===== config.mk =====
export PLATFORM = sky130hd
export DESIGN_NAME = butterfly_gather_collector
export DESIGN_NICKNAME = d
export VERILOG_FILES = /design/src/rtl/butterfly_gather_collector_pkg.sv /design/src/rtl/butterfly_gather_collector_lane_fifo.sv /design/src/rtl/butterfly_gather_collector.sv
export SDC_FILE = /design/constraint.sdc
export NUM_CORES = 1
export LEC_CHECK = 0
export ABC_AREA = 1
export ABC_CLOCK_PERIOD_IN_PS = 2000
export CAP_MARGIN = 20
export CORE_ASPECT_RATIO = 0.8
export CORE_MARGIN = 8
export CORE_UTILIZATION = 50
export CTS_CLUSTER_SIZE = 10
export DETAILED_ROUTE_END_ITERATION = 10
export PLACE_DENSITY = 0.86
export SLEW_MARGIN = 20
export SYNTH_ARGS = -nofsm -noshare
export SYNTH_HDL_FRONTEND = slang
export SYNTH_SLANG_ARGS = --single-unit

===== constraint.sdc =====
create_clock -name clk -period 2 [get_ports clk]
set_input_delay 0.4 -clock clk [delete_from_list [all_inputs] [get_ports clk]]
set_output_delay 0.4 -clock clk [all_outputs]
set_load 0.01 [all_outputs]

===== src/rtl/butterfly_gather_collector_pkg.sv =====
// Shared constants and helpers for the butterfly gather collector: default lane
// geometry, {seq, data} payload packing offsets and the sequence-number increment.
package butterfly_gather_collector_pkg;

    localparam int DEF_NETWORK_WIDTH_LOG2 = 3;
    localparam int DEF_N                  = 1 << DEF_NETWORK_WIDTH_LOG2;
    localparam int DEF_W                  = 8;
    localparam int DEF_SEQ_W              = 4;
    localparam int DEF_LANE_DEPTH         = 4;
    localparam int DEF_EXP_DEPTH          = 4;
    localparam int DEF_PAYLOAD_W          = DEF_W + DEF_SEQ_W;
    localparam int DEF_DATA_LSB           = 0;

    // Lane payload is packed {seq, data}: data in the low bits, tag above it.
    function automatic int payload_width(input int w, input int seq_w);
        return w + seq_w;
    endfunction

    function automatic int seq_offset(input int w);
        return w;
    endfunction

    function automatic int unsigned seq_inc(input int unsigned s, input int unsigned seq_w);
        return (s + 32'd1) & ((32'd1 << seq_w) - 32'd1);
    endfunction

endpackage


===== src/rtl/butterfly_gather_collector_lane_fifo.sv =====
// gather_lane_fifo: first-word-fall-through synchronous FIFO with full/empty,
// used for every network lane and for the expectation queue.
module gather_lane_fifo #(
    parameter int WIDTH = 8,
    parameter int DEPTH = 4
) (
    input  logic             clk,
    input  logic             rst_n,
    input  logic             push_i,
    input  logic [WIDTH-1:0] din_i,
    input  logic             pop_i,
    output logic [WIDTH-1:0] dout_o,
    output logic             full_o,
    output logic             empty_o
);

    localparam int AW = $clog2(DEPTH);

    logic [WIDTH-1:0] mem [DEPTH];
    logic [AW:0]      wr_ptr_q, wr_ptr_d;
    logic [AW:0]      rd_ptr_q, rd_ptr_d;
    logic             do_push, do_pop;

    // Extra pointer bit distinguishes full from empty when the indices match.
    assign empty_o = (wr_ptr_q == rd_ptr_q);
    assign full_o  = (wr_ptr_q[AW] != rd_ptr_q[AW]) && (wr_ptr_q[AW-1:0] == rd_ptr_q[AW-1:0]);
    assign do_push = push_i && !full_o;
    assign do_pop  = pop_i && !empty_o;
    assign dout_o  = mem[rd_ptr_q[AW-1:0]];

    always_comb begin
        wr_ptr_d = wr_ptr_q;
        rd_ptr_d = rd_ptr_q;
        if (do_push) wr_ptr_d = wr_ptr_q + 1'b1;
        if (do_pop)  rd_ptr_d = rd_ptr_q + 1'b1;
    end

    always_ff @(posedge clk or negedge rst_n) begin
        if (!rst_n) begin
            wr_ptr_q <= '0;
            rd_ptr_q <= '0;
        end else begin
            wr_ptr_q <= wr_ptr_d;
            rd_ptr_q <= rd_ptr_d;
        end
    end

    always_ff @(posedge clk) begin
        if (do_push) mem[wr_ptr_q[AW-1:0]] <= din_i;
    end

endmodule


===== src/rtl/butterfly_gather_collector.sv =====
// Receive endpoint of the butterfly network: buffers per-lane traffic and reassembles
// beats in expectation order. Define BUTTERFLY_GATHER_SEQ_CHECK_EN for sequence-tag checking.
module butterfly_gather_collector
    import butterfly_gather_collector_pkg::*;
#(
    parameter int  NETWORK_WIDTH_LOG2 = DEF_NETWORK_WIDTH_LOG2,
    parameter int  W                  = DEF_W,
    parameter int  SEQ_W              = DEF_SEQ_W,
    parameter int  LANE_DEPTH         = DEF_LANE_DEPTH,
    parameter int  EXP_DEPTH          = DEF_EXP_DEPTH,
    localparam int N                  = 1 << NETWORK_WIDTH_LOG2,
    localparam int PW                 = payload_width(W, SEQ_W)
) (
    input  logic               clk,
    input  logic               rst_n,
    input  logic [N-1:0]       net_valid_vec,
    input  logic [PW*N-1:0]    net_payload_vec,
    output logic [N-1:0]       net_ready_vec,
    input  logic               exp_valid,
    input  logic [N-1:0]       exp_mask,
    output logic               exp_ready,
    output logic               out_valid,
    output logic [N-1:0]       out_mask,
    output logic [W*N-1:0]     out_data_vec,
    output logic [SEQ_W-1:0]   out_seq,
    input  logic               out_ready,
    output logic               err_seq,
    output logic [N-1:0]       err_lane
);

    localparam int SEQ_LSB  = seq_offset(W);
    localparam int DATA_LSB = DEF_DATA_LSB;

    logic [PW-1:0]    lane_dout [N];
    logic [N-1:0]     lane_full, lane_empty, lane_pop, lane_ok;
    logic [W*N-1:0]   load_data;
    logic [N-1:0]     exp_head;
    logic             exp_full, exp_empty, complete, load;

    logic             out_valid_q, out_valid_d;
    logic [N-1:0]     out_mask_q, out_mask_d;
    logic [W*N-1:0]   out_data_q, out_data_d;
    logic [SEQ_W-1:0] out_seq_q, out_seq_d;
    logic [SEQ_W-1:0] cur_seq_q, cur_seq_d;

`ifdef BUTTERFLY_GATHER_SEQ_CHECK_EN
    logic [N-1:0]     lane_mis;
`else
    logic [N-1:0]     unused_lane_seq;
`endif

    for (genvar gi = 0; gi < N; gi++) begin : g_lane
        gather_lane_fifo #(.WIDTH(PW), .DEPTH(LANE_DEPTH)) u_lane_fifo (
            .clk     (clk),
            .rst_n   (rst_n),
            .push_i  (net_valid_vec[gi]),
            .din_i   (net_payload_vec[gi*PW +: PW]),
            .pop_i   (lane_pop[gi]),
            .dout_o  (lane_dout[gi]),
            .full_o  (lane_full[gi]),
            .empty_o (lane_empty[gi])
        );
        assign net_ready_vec[gi]       = !lane_full[gi];
        assign lane_ok[gi]             = !exp_head[gi] || !lane_empty[gi];
        assign lane_pop[gi]            = load && exp_head[gi];
        assign load_data[gi*W +: W]    = exp_head[gi] ? lane_dout[gi][DATA_LSB +: W] : '0;
`ifdef BUTTERFLY_GATHER_SEQ_CHECK_EN
        assign lane_mis[gi] = exp_head[gi] && (lane_dout[gi][SEQ_LSB +: SEQ_W] != cur_seq_q);
`else
        assign unused_lane_seq[gi] = ^lane_dout[gi][SEQ_LSB +: SEQ_W];
`endif
    end

    gather_lane_fifo #(.WIDTH(N), .DEPTH(EXP_DEPTH)) u_exp_fifo (
        .clk     (clk),
        .rst_n   (rst_n),
        .push_i  (exp_valid),
        .din_i   (exp_mask),
        .pop_i   (load),
        .dout_o  (exp_head),
        .full_o  (exp_full),
        .empty_o (exp_empty)
    );

    assign exp_ready = !exp_full;
    // An all-zero head mask satisfies &lane_ok trivially and emits an empty beat.
    assign complete  = !exp_empty && (&lane_ok);
    assign load      = complete && (!out_valid_q || out_ready);

    always_comb begin
        out_valid_d = out_valid_q;
        out_mask_d  = out_mask_q;
        out_data_d  = out_data_q;
        out_seq_d   = out_seq_q;
        cur_seq_d   = cur_seq_q;
        if (load) begin
            out_valid_d = 1'b1;
            out_mask_d  = exp_head;
            out_data_d  = load_data;
            out_seq_d   = cur_seq_q;
            cur_seq_d   = SEQ_W'(seq_inc(32'(cur_seq_q), SEQ_W));
        end else if (out_valid_q && out_ready) begin
            out_valid_d = 1'b0;
        end
    end

    always_ff @(posedge clk or negedge rst_n) begin
        if (!rst_n) begin
            out_valid_q <= 1'b0;
            out_mask_q  <= '0;
            out_data_q  <= '0;
            out_seq_q   <= '0;
            cur_seq_q   <= '0;
        end else begin
            out_valid_q <= out_valid_d;
            out_mask_q  <= out_mask_d;
            out_data_q  <= out_data_d;
            out_seq_q   <= out_seq_d;
            cur_seq_q   <= cur_seq_d;
        end
    end

`ifdef BUTTERFLY_GATHER_SEQ_CHECK_EN
    logic         err_seq_q, err_seq_d;
    logic [N-1:0] err_lane_q, err_lane_d;

    assign err_lane_d = err_lane_q | (load ? lane_mis : '0);
    assign err_seq_d  = err_seq_q | (load && (|lane_mis));

    always_ff @(posedge clk or negedge rst_n) begin
        if (!rst_n) begin
            err_seq_q  <= 1'b0;
            err_lane_q <= '0;
        end else begin
            err_seq_q  <= err_seq_d;
            err_lane_q <= err_lane_d;
        end
    end

    assign err_seq  = err_seq_q;
    assign err_lane = err_lane_q;
`else
    assign err_seq  = 1'b0;
    assign err_lane = '0;
`endif

    assign out_valid    = out_valid_q;
    assign out_mask     = out_mask_q;
    assign out_data_vec = out_data_q;
    assign out_seq      = out_seq_q;

endmodule


Figure 1. Clock wires, drivers and flops.
Scale bar: 50 um.
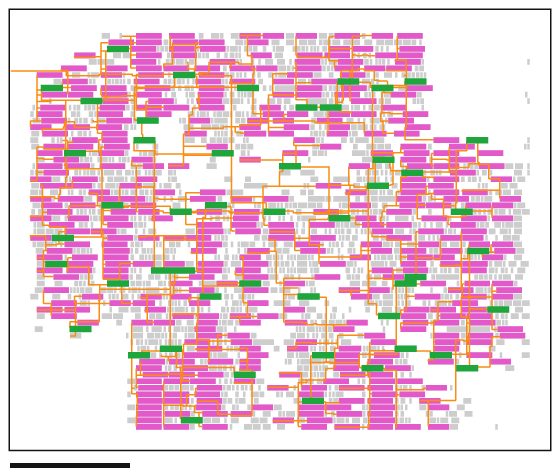
legend:
  green:
    item: clock drivers
    count: 49
  orange:
    item: clock wires
    length: 4970 um
  magenta:
    item: flip-flops
    count: 423
routed clock nets: 50
flops lie: all over the die

Figure 2. Signal wires on met4.
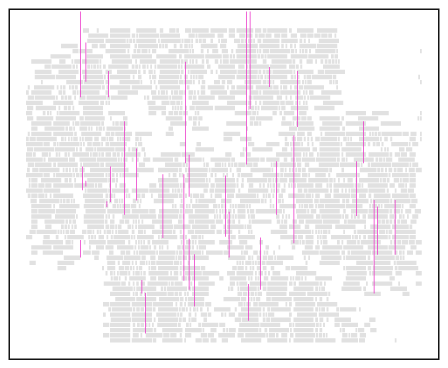
share of all routed wire: 2.3%
main direction: vertical
nets with wire on the layer: 23
wire length on this layer: 955 um
total wire length: 42.4 mm
routed vias: 12.5k

==> summary.txt <==
Post-Synth AOI/OAI Area = 0.0820
cell family with most CP delay = simple AND/OR/NAND/NOR gates
largest net degree at the start of global routing = 52
Tot Pwr = 0.0410 W
Post-CTS Setup Repair Bufs = 15
status = finished, violations left
flip-flops with a built-in enable = 288
internal power = 0.0249 W
Worst EP required = 2.43 ns
failing checks = negative setup slack
area delta synth->final = 27.6%
Reg-to-Reg Start = u_exp_fifo.rd_ptr_q[0]$_DFFE_PN0P_
max layer used = met5
Pwr Density = 1830 nW/um^2
Final Cycle Share = 1.03
Core ar. = 34700 sq um
fin cells = 2341
die area = 41400 sq um
setup slack after layout = -0.0551 ns
post-detail-place hpwl = 27.3 mm
layout net count = 1989
worst-margin pin slew = 0.581 ns
cell mode on critical path = nand2_1
H-tree depth = 2
crit path DAT = 2.49 ns
ANT nets after route = 0
Ys Warns = 0
Gate power share = 0.480
Inserted Clock Buffers = 49
Clock Power Share = 0.193
number of flip-flops in the largest register = 256
XORs/XNORs by Area = 0.0210
post-synthesis sequential area ratio = 0.686
Synth Cell Area = 17500 sq um
global-route wire length before repair = 64.5 mm
Final TNS setup = -0.724 ns
endpoints failing setup = 39
row count = 61
P_sw = 0.0161 W
Reg2Reg Depth = 13
yosys cell count = 1538
crit path cell chain = buf_6 > nand2_1 > nand3_2 > nand2_2 > nor2_4 > nor2_1 > nand2_1 > nor2_4 > nand3_4 > buf_12 > buf_12 > nand2_1 > o21ai_1
placed insts = 2205
Cell variety after synth = 31
Startpoint Class = flip-flop
GPL Wtd Cong = 0.815
Avg WL per Cell = 18.1 um
clk latency late pin = 0.55 ns
cell type with the largest total area = edfxtp_1
CTS tree = built
Top-area cell share = 0.493
count of tool warnings = 87
Die Width = 225 um
FP Util = 0.506
top cells by count = 315 x nand2_1, 288 x edfxtp_1, 192 x nor2_1
CTS clk-pin slew, worst paths = 0.06 ns
layout cells sized above 1 = 0.158
antenna violations before repair = 6
Max Cap Viol = 0
CP max stage delay = 0.46 ns
Max Freq = 0.487 GHz
Basic Gates by Area = 0.134
Clock Skew = 0.0156 ns
top-count cell post-synth = nand2_1
post-place setup slack = -0.0634 ns
Hold Fails Final Rpt = 0
slowest CP cell = dfrtp_2
Dominant comb cell = simple AND/OR/NAND/NOR gates
synthesized instance count = 1538
crit end category = flip-flop
WHS = 0.398 ns
drt first pass iters = 5
cts repair resizes = 59
port buffer count = 169
biggest area cells = edfxtp_1 49%, dfrtp_1 19%, nand2_1 6.7%
Avg Inst Size Synth = 11.4 sq um
r2r setup slk = -0.06 ns
multiplexer share of the synthesized area = 0
Figure 3. Track usage over the die.
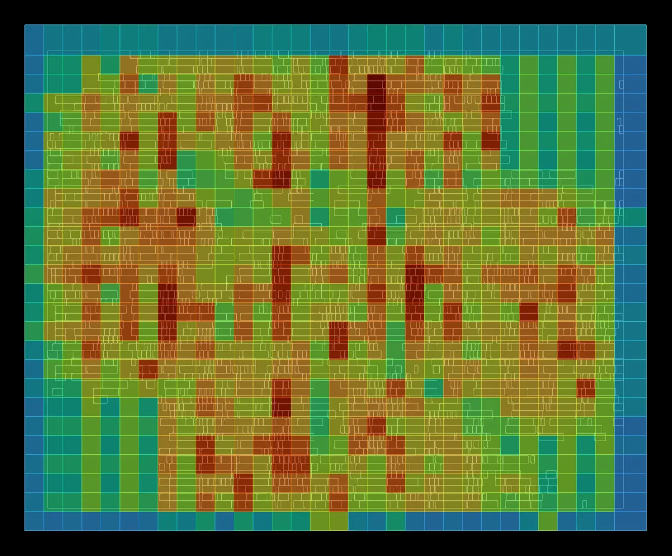
GR Util met2: 0.327
global-route met1 utilization: 0.251
global routing's busiest layer: met2
met3 GRT Util: 0.0440
GR Util All Layers: 0.195

Figure 4. Sequential cells grouped by signal name.
Other sequential cells in the stronger grey, the rest of the logic in the fainter grey.
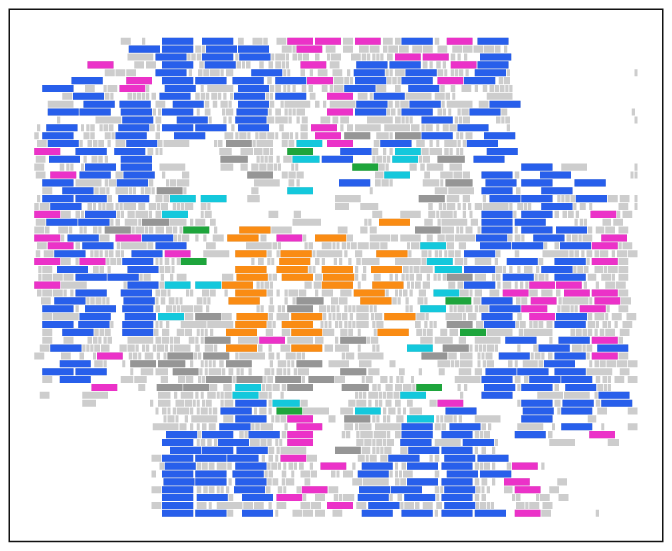
legend:
  orange:
    name_in_the_netlist: u_exp_fifo.mem
    placed_flops: 32
    where: centre
  cyan:
    name_in_the_netlist: g_lane.u_lane_fifo.rd_ptr_q
    placed_flops: 24
    where: centre
  green:
    name_in_the_netlist: out_mask
    placed_flops: 8
    where: centre
  magenta:
    name_in_the_netlist: out_data_vec
    placed_flops: 64
    where: all over the die
  blue:
    name_in_the_netlist: g_lane.u_lane_fifo.mem
    placed_flops: 256
    where: all over the die
not coloured: 39
final core utilization: 0.646
Seq area share: 0.538

cell type report:
type	count	area, sq um
inverter	101	387
sequential	423	12000
clock buffer	85	1380
clock inverter	4	18.8
multi-input combinational	947	5040
tap	472	591
timing repair buffer	305	2920
antenna	4	10.0
fill	2480	12300
how the worst max path moves through the flow:
stage,from,to,slack [ns],depth (start not counted)
after floorplan,u_exp_fifo.rd_ptr_q[0]$_DFFE_PN0P_,u_exp_fifo.mem[3][0]$_DFFE_PP_,0.03,7
after global placement,u_exp_fifo.rd_ptr_q[0]$_DFFE_PN0P_,out_data_vec[27]$_DFFE_PN0N_,-0.01,12
after detailed placement,u_exp_fifo.rd_ptr_q[0]$_DFFE_PN0P_,out_data_vec[28]$_DFFE_PN0N_,-0.06,12
after CTS,u_exp_fifo.rd_ptr_q[0]$_DFFE_PN0P_,exp_ready,-0.06,5
after global routing,u_exp_fifo.rd_ptr_q[0]$_DFFE_PN0P_,out_data_vec[51]$_DFFE_PN0N_,-0.16,12
final,u_exp_fifo.rd_ptr_q[0]$_DFFE_PN0P_,out_data_vec[51]$_DFFE_PN0N_,-0.06,13
cell usage in the layout, fill, tap and decap left out, types with 34 or more instances in the layout:
cell	count
buf_4	117
clkbuf_1	34
clkbuf_16	54
clkdlybuf4s50_1	159
dfrtp_1	124
edfxtp_1	288
ha_1	46
inv_1	89
nand2_1	285
nand4_1	38
nor2_1	186
o21ai_0	131
o21ai_1	45
o22ai_1	64
power groups by stage:
stage | registers [W] | clock network (W) | logic, W
after floorplan | 0.0134 | 0 | 0.0100
after global placement | 0.0134 | 0 | 0.0155
after detailed placement | 0.0135 | 0 | 0.0162
after CTS | 0.0133 | 0.00805 | 0.0172
after global routing | 0.0137 | 0.00843 | 0.0215
final | 0.0134 | 0.00789 | 0.0197
Power figures rest on the tool's default switching activity, not on a simulated workload.
